--- config.mk ---
export PLATFORM = sky130hd
export DESIGN_NAME = ref_slew_limiter
export DESIGN_NICKNAME = d
export VERILOG_FILES = /design/src/rtl/ref_slew_limiter.sv
export SDC_FILE = /design/constraint.sdc
export NUM_CORES = 1
export LEC_CHECK = 0
export CAP_MARGIN = 10
export CELL_PAD_IN_SITES_DETAIL_PLACEMENT = 1
export CELL_PAD_IN_SITES_GLOBAL_PLACEMENT = 1
export CORE_ASPECT_RATIO = 1.75
export CORE_MARGIN = 4
export CORE_UTILIZATION = 48
export DETAILED_ROUTE_END_ITERATION = 6
export PLACE_DENSITY = 0.95
export SYNTH_ARGS = -nofsm -noshare
export SYNTH_HDL_FRONTEND = slang
export SYNTH_SLANG_ARGS = --single-unit
--- constraint.sdc ---
create_clock -name clk -period 11.3 [get_ports clk]
set_clock_uncertainty 0.2 [all_clocks]
set_input_delay 2.26 -clock clk [delete_from_list [all_inputs] [get_ports clk]]
set_output_delay 2.26 -clock clk [all_outputs]
set_load 0.005 [all_outputs]
--- src/rtl/ref_slew_limiter.sv ---
// ref_slew_limiter: rate-limits the step generator's setpoint before it reaches
// the control loop. ref_out walks toward the registered target by at most
// RAMP_STEP every RAMP_DIV enabled clocks, never overshooting and never wrapping.
// Direction/settled flags are decoded from a one-hot state register that lags
// ref_out by one cycle.
module ref_slew_limiter #(
    parameter int BIT_WIDTH   = 21,
    parameter int PRESC_WIDTH = 16,
    parameter int RAMP_DIV    = 100,
    parameter int RAMP_STEP   = 1,
    parameter int INIT_VAL    = 20
) (
    input  logic                 clk,
    input  logic                 rst_n,
    input  logic [BIT_WIDTH-1:0] target,
    input  logic                 enable,
    input  logic                 freeze,
    output logic [BIT_WIDTH-1:0] ref_out,
    output logic                 ramp_up,
    output logic                 ramp_down,
    output logic                 settled
);

    localparam logic [PRESC_WIDTH-1:0] PRESC_LAST = PRESC_WIDTH'(RAMP_DIV - 1);
    localparam logic [BIT_WIDTH:0]     STEP_EXT   = (BIT_WIDTH + 1)'(RAMP_STEP);
    localparam logic [BIT_WIDTH-1:0]   INIT_REF   = BIT_WIDTH'(INIT_VAL);

    typedef enum logic [2:0] {
        ST_SETTLED = 3'b001,
        ST_UP      = 3'b010,
        ST_DOWN    = 3'b100
    } ramp_state_t;

    logic [BIT_WIDTH-1:0]   target_q;
    logic [PRESC_WIDTH-1:0] presc;
    logic                   tick;
    logic [BIT_WIDTH:0]     sum_up;
    logic [BIT_WIDTH-1:0]   diff_down;
    logic [BIT_WIDTH-1:0]   ref_next;
    ramp_state_t            state;
    ramp_state_t            state_next;

    // Register the incoming setpoint every cycle regardless of enable/freeze
    always_ff @(posedge clk or negedge rst_n) begin
        if (!rst_n) begin
            target_q <= INIT_REF;
        end else begin
            target_q <= target;
        end
    end

    // Prescaler: cleared while disabled, held while frozen, wraps at RAMP_DIV-1
    always_ff @(posedge clk or negedge rst_n) begin
        if (!rst_n) begin
            presc <= '0;
        end else if (!enable) begin
            presc <= '0;
        end else if (!freeze) begin
            if (presc == PRESC_LAST) begin
                presc <= '0;
            end else begin
                presc <= presc + PRESC_WIDTH'(1);
            end
        end
    end

    // One ramp tick on the last prescaler count of an enabled, unfrozen cycle
    always_comb begin
        tick = enable & ~freeze & (presc == PRESC_LAST);
    end

    // Candidate next reference: one step toward target_q, clamped onto it
    always_comb begin
        sum_up    = '0;
        diff_down = '0;
        ref_next  = ref_out;
        if (target_q > ref_out) begin
            sum_up = {1'b0, ref_out} + STEP_EXT;
            if (sum_up >= {1'b0, target_q}) begin
                ref_next = target_q;
            end else begin
                ref_next = sum_up[BIT_WIDTH-1:0];
            end
        end else if (target_q < ref_out) begin
            diff_down = ref_out - target_q;
            if ({1'b0, diff_down} <= STEP_EXT) begin
                ref_next = target_q;
            end else begin
                ref_next = ref_out - STEP_EXT[BIT_WIDTH-1:0];
            end
        end
    end

    // Reference output only moves on a tick
    always_ff @(posedge clk or negedge rst_n) begin
        if (!rst_n) begin
            ref_out <= INIT_REF;
        end else if (tick) begin
            ref_out <= ref_next;
        end
    end

    // Ramp state register
    always_ff @(posedge clk or negedge rst_n) begin
        if (!rst_n) begin
            state <= ST_SETTLED;
        end else begin
            state <= state_next;
        end
    end

    // Next ramp state from the current target_q/ref_out relation
    always_comb begin
        state_next = ST_SETTLED;
        if (target_q > ref_out) begin
            state_next = ST_UP;
        end else if (target_q < ref_out) begin
            state_next = ST_DOWN;
        end
    end

    assign ramp_up   = (state == ST_UP);
    assign ramp_down = (state == ST_DOWN);
    assign settled   = (state == ST_SETTLED);

endmodule
**Metal layers overlaid**

(4 px per um) Only two layers are drawn.
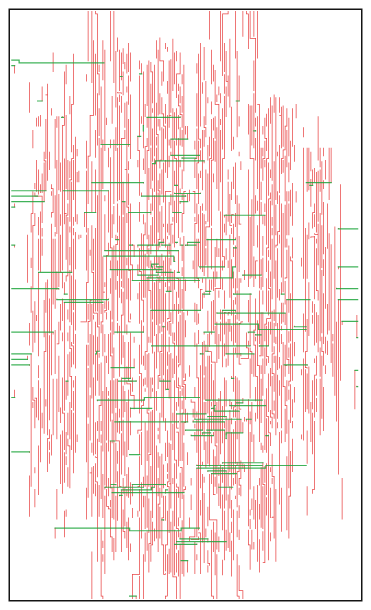
legend:
  met2:
    colour: red
    wire_length: 10400 um
  met3:
    colour: green
    wire_length: 874 um

**Cell placement**

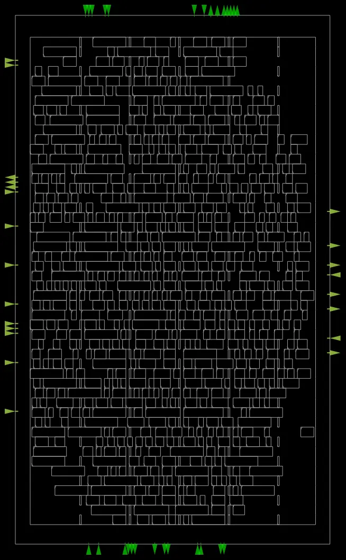
tally of non-filler cells in the final layout: 816
Tap Count: 130

**Drive-strength map**

(4 px per um)
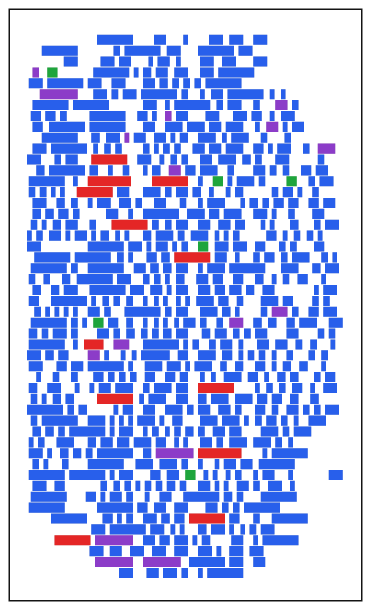
legend:
  drive 2:
    colour: purple
    cells: 16
    share: 2.3%
    most_used: dfstp_2
  drive 6 and up:
    colour: red
    cells: 12
    share: 1.7%
    most_used: clkbuf_16
  drive 1 or less:
    colour: blue
    cells: 652
    share: 95%
    most_used: dfrtp_1
  drive 3 to 4:
    colour: green
    cells: 6
    share: 0.87%
    most_used: buf_4

**I/O pins on the die edge**

(4 px per um) Pins as bars across the die edge, other pins in grey.
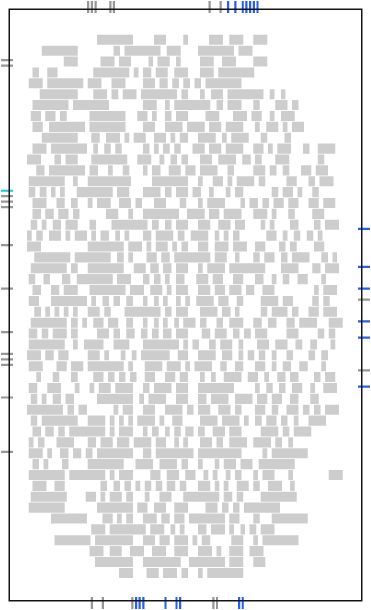
legend:
  ref_out:
    colour: blue
    pins: 21
    direction: output
    edge: 8 bottom, 7 top, 6 right
  settled:
    colour: cyan
    pins: 1
    direction: output
    edge: left

**Wires at chosen ports, followed through buffers**

(2 px per um)
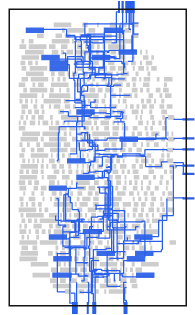
legend:
  ref_out:
    colour: blue
    bits: 21
    direction: output
    end_cells: 21
    buffers: 21
    wire: 2540 um

==> deck_impl_summary.md <==
Synthesis and Place & Route Summary

Yosys
  – Largest type area fraction: 0.262
  – Distinct cells, synth: 61
  – Synthesized net count: 721
  – Most used flip-flop cell: dfrtp_1
  – Yosys cell count: 650
  – Post-Syn Area per Cell: 8.22 um^2
  – Async set or reset register ratio after synthesis: 1.00
  – Area of the mapped netlist: 5340 um^2
  – Count of mapped cells out of synthesis: 650
  – Cell type with the largest total area after synthesis: dfrtp_1
  – Count of library flops with an enable pin: 0
  – Number of synthesized register bits: 61
  – Largest cells by area after synthesis: dfrtp_1, ha_1, o21ai_0, a21oi_1, mux2i_1
  – Synth Seq Share: 0.287
  – Chip Area, Yosys: 5340 um^2
  – Yosys warning total: 0

Power
  – Clock Power: 0.000306 W
  – Pwr dens: 95.2 nW/um^2
  – Overall power of the completed layout: 0.000589 W
  – Relative contribution of the clock network to total power: 0.519
  – Static power due to leakage: 2.76 nW
  – Combinational gate power: 0.0000557 W
  – Sequential power: 0.000228 W
  – Biggest power consumer among the groups: clock
  – VDD IR max: 0.0000916 V
  – Switch share: 0.245
  – Relative contribution of sequential cells to total power: 0.387
  – Power share of the combinational group: 0.095
  – Cell-internal power: 0.000445 W

Clocking
  – Post-CTS Resized: 0
  – Post-CTS Setup Repair Bufs: 0
  – Largest buffer count on any clock path: 2
  – TritonCTS clock tree: built
  – Number of hold-repair buffers added at the cts stage: 0
  – Later-pin clock latency in the skew report: 0.34 ns
  – Register clock-pin slew on the reported worst setup and hold paths: 0.06 ns
  – Root cell of the clock tree: clkbuf_16
  – Number of clock sinks seen by CTS: 61
  – Number of buffers created by CTS: 9
  – Number of levels the H-tree was split into: 3

Die
  – Fraction of the core area occupied by cells at floorplan: 0.493
  – DIE AREA: 12900 um^2
  – Placeable core region: 10800 um^2
  – Die Y: 148 um
  – Die X-Extent: 87.7 um
  – Number of placement rows: 50
  – Number of I/O pins: 49

Setup path
  – Number of cells on the worst reg-to-reg path: 17
  – Crit start category: register
  – Critical-path cell with the highest stage delay: dfstp_2
  – Reg2Reg Setup Slack: 6.12 ns
  – Maximum fanout along the worst path: 25
  – Cell Chain, Critical Path: inv_1 -> nor3_1 -> nand3_1 -> nor3_1 -> nand2_1 -> xnor2_1 -> ha_1 -> a21o_1 -> a21oi_1 -> o21ai_0 -> a21oi_1 -> o21ai_2 -> buf_4 -> nor2_1 -> a21o_1 -> a21oi_1 -> o21ai_0
  – Arrival time at the worst endpoint: 5.16 ns
  – Reg-to-reg endpoint: ref_out[5]
  – Most Frequent Cell on Critical Path: a21oi_1
  – Startpoint of the most critical register-to-register path: ref_out[4]
  – Stage delay of the slowest cell on the critical path: 0.62 ns
  – Critical path capture point type: register
  – Data required, critical path: 11.27 ns
  – Worst Setup Path Type: reg -> reg

Final timing
  – Number of hold violations in the final report: 0
  – Number of setup violations in the final report: 0
  – Final worst path period share: 0.459
  – Sum Neg Setup Slack: 0 ns
  – Transition time of the tightest slew-check pin: 0.904 ns
  – RSZ-0062 raised after global routing: no
  – Crit path time final: 5.18 ns
  – Pins over their slew limit: 0
  – Remaining max-slew budget at the tightest pin: 0.396
  – Highest clock rate: 193 MHz
  – Post-route worst setup slack: 6.12 ns

Hold path
  – End of the worst hold path: presc[6]
  – Worst hold path stage count: 1
  – Hold path startpoint: presc[6]
  – Min-Delay Path Class: reg -> reg

Final layout
  – Layout overhead on the synthesized area: 15.8%
  – Fraction of final layout cells with drive strength greater than 1: 0.0496
  – Area of all placed cells without fillers: 6190 um^2
  – Antenna cells: 0
  – Total Nets Final: 752

Global routing
  – Number of antenna violations at the first check in global routing: 0
  – Largest net degree at the start of global routing: 62
  – Aggregate global-route resource usage: 0.317
  – First-pass GRT wire length: 31.8 mm
  – Total congestion overflow: 0
  – Vias in the first global route: 5901

Drt
  – First DRT Iteration DRCs: 363
  – Total length of routed wires: 19.3 mm
  – DRT antenna net count: 0
  – DR pass1 iterations: 5
  – Vias post-DR: 5442
  – Drc violations: 0
  – Vias per std cell: 6.67
  – Detailed-route wire length per cell: 23.7 um

Placed design
  – IO Port Bufs: 48
  – Placed cells: 800
  – RD Place Congestion: 0.972
  – Area post-placement: 5870 um^2
  – Post-place setup slack: 6.37 ns
  – HPWL after DPL: 13.8 mm

Run
  – Tool warnings: 28
  – Max-cap viol count: 0

Outcome
  – Outcome: finished clean
## worst max-delay path by stage
stage,from,cells after the start,slack (ns),to
2_1_floorplan,ref_out[0],14,7.31,ref_out[14]
3_3_place_gp,enable,5,6.66,ref_out[7]
3_5_place_dp,ref_out[4],18,6.37,ref_out[5]
4_1_cts,ref_out[4],17,6.26,ref_out[1]
5_1_grt,ref_out[4],17,5.85,ref_out[1]
6_report,ref_out[4],17,6.12,ref_out[5]
## placed cells by master (no fill, tap or decap), drive strengths merged, types with 7 or more instances in the layout
cell type / netlist / layout
nor3: 14 / 14
a21o: 14 / 14
clkdlybuf4s50: 0 / 47
nor4: 10 / 10
o21ai: 58 / 58
a21oi: 53 / 53
ha: 45 / 45
nand3: 21 / 21
nand4: 15 / 15
nor3b: 8 / 8
and3: 13 / 13
nand2: 52 / 52
mux2i: 24 / 24
xor2: 20 / 20
inv: 34 / 34
nor2: 48 / 48
nand2b: 12 / 12
o221ai: 8 / 8
clkbuf: 29 / 12
xnor2: 26 / 26
or4: 7 / 7
dfrtp: 56 / 56
a2111oi: 9 / 9
## cells by family after synthesis
| group | share of synthesized area |
|---|---|
| buf+inv | 0.0532 |
| xor+xnor | 0.0754 |
| flops | 0.287 |
| mux | 0.0492 |
| compound gates | 0.213 |
| simple gates | 0.213 |
| fa+ha+maj | 0.109 |
## layer usage
metal | vias to the layer above | track usage | part of all wire
met5 | - | 0 | 0
met4 | 0 | 0.185 | 0.056
met3 | 83 | 0.0602 | 0.045
met2 | 199 | 0.548 | 0.54
met1 | 2713 | 0.352 | 0.36
li1 | 2447 | - | -
## cell type report
type	count	area, um^2
clock buffer	12	246
multi-input combinational	522	3530
sequential	61	1530
fill	1302	4640
inverter	34	128
tap	130	163
clock inverter	4	72.6
timing repair buffer	53	513
## critical path: cells and delay by family, from the launching register on
| kind | cells | cell delay, ns |
|---|---|---|
| buf+inv | 2 | 0.52 |
| flops | 1 | 0.62 |
| compound gates | 8 | 1.62 |
| fa+ha+maj | 1 | 0.32 |
| simple gates | 5 | 1.54 |
| xor+xnor | 1 | 0.19 |
## cell usage after synthesis, types with 2 or more instances
cell type	n
dfrtp_1	56
o21ai_0	55
a21oi_1	53
nand2_1	52
nor2_1	48
ha_1	45
inv_1	33
clkbuf_1	29
xnor2_1	26
mux2i_1	24
nand3_1	21
xor2_1	20
nand4_1	15
a21o_1	14
nor3_1	14
and3_1	13
nand2b_1	12
a2111oi_0	9
nor4_1	9
nor3b_1	8
o221ai_1	8
or4_1	7
o211ai_1	6
o21a_1	6
dfstp_2	5
or3_1	5
a211oi_1	4
and4_1	4
a22o_1	3
nor2b_1	3
o21ai_1	3
o31ai_1	3
a22oi_1	2
and2_1	2
buf_6	2
mux2_2	2
nand3b_1	2
o21bai_1	2
o22ai_1	2
o41ai_1	2
## per-stage QoR
stage,hold WS [ns],util
CTS,0.311,0.572
global route,0.380,0.572
floorplan,0.262,-
finish,0.314,0.572
global placement,0.294,0.542
detailed placement,0.304,0.542
## flip-flops by register name (all words and copies together), names as in the netlist
| signal | cells |
|---|---|
| ref_out | 21 |
| target_q | 21 |
| presc | 16 |
| state | 3 |
Power is estimated from default activity; no workload was simulated.
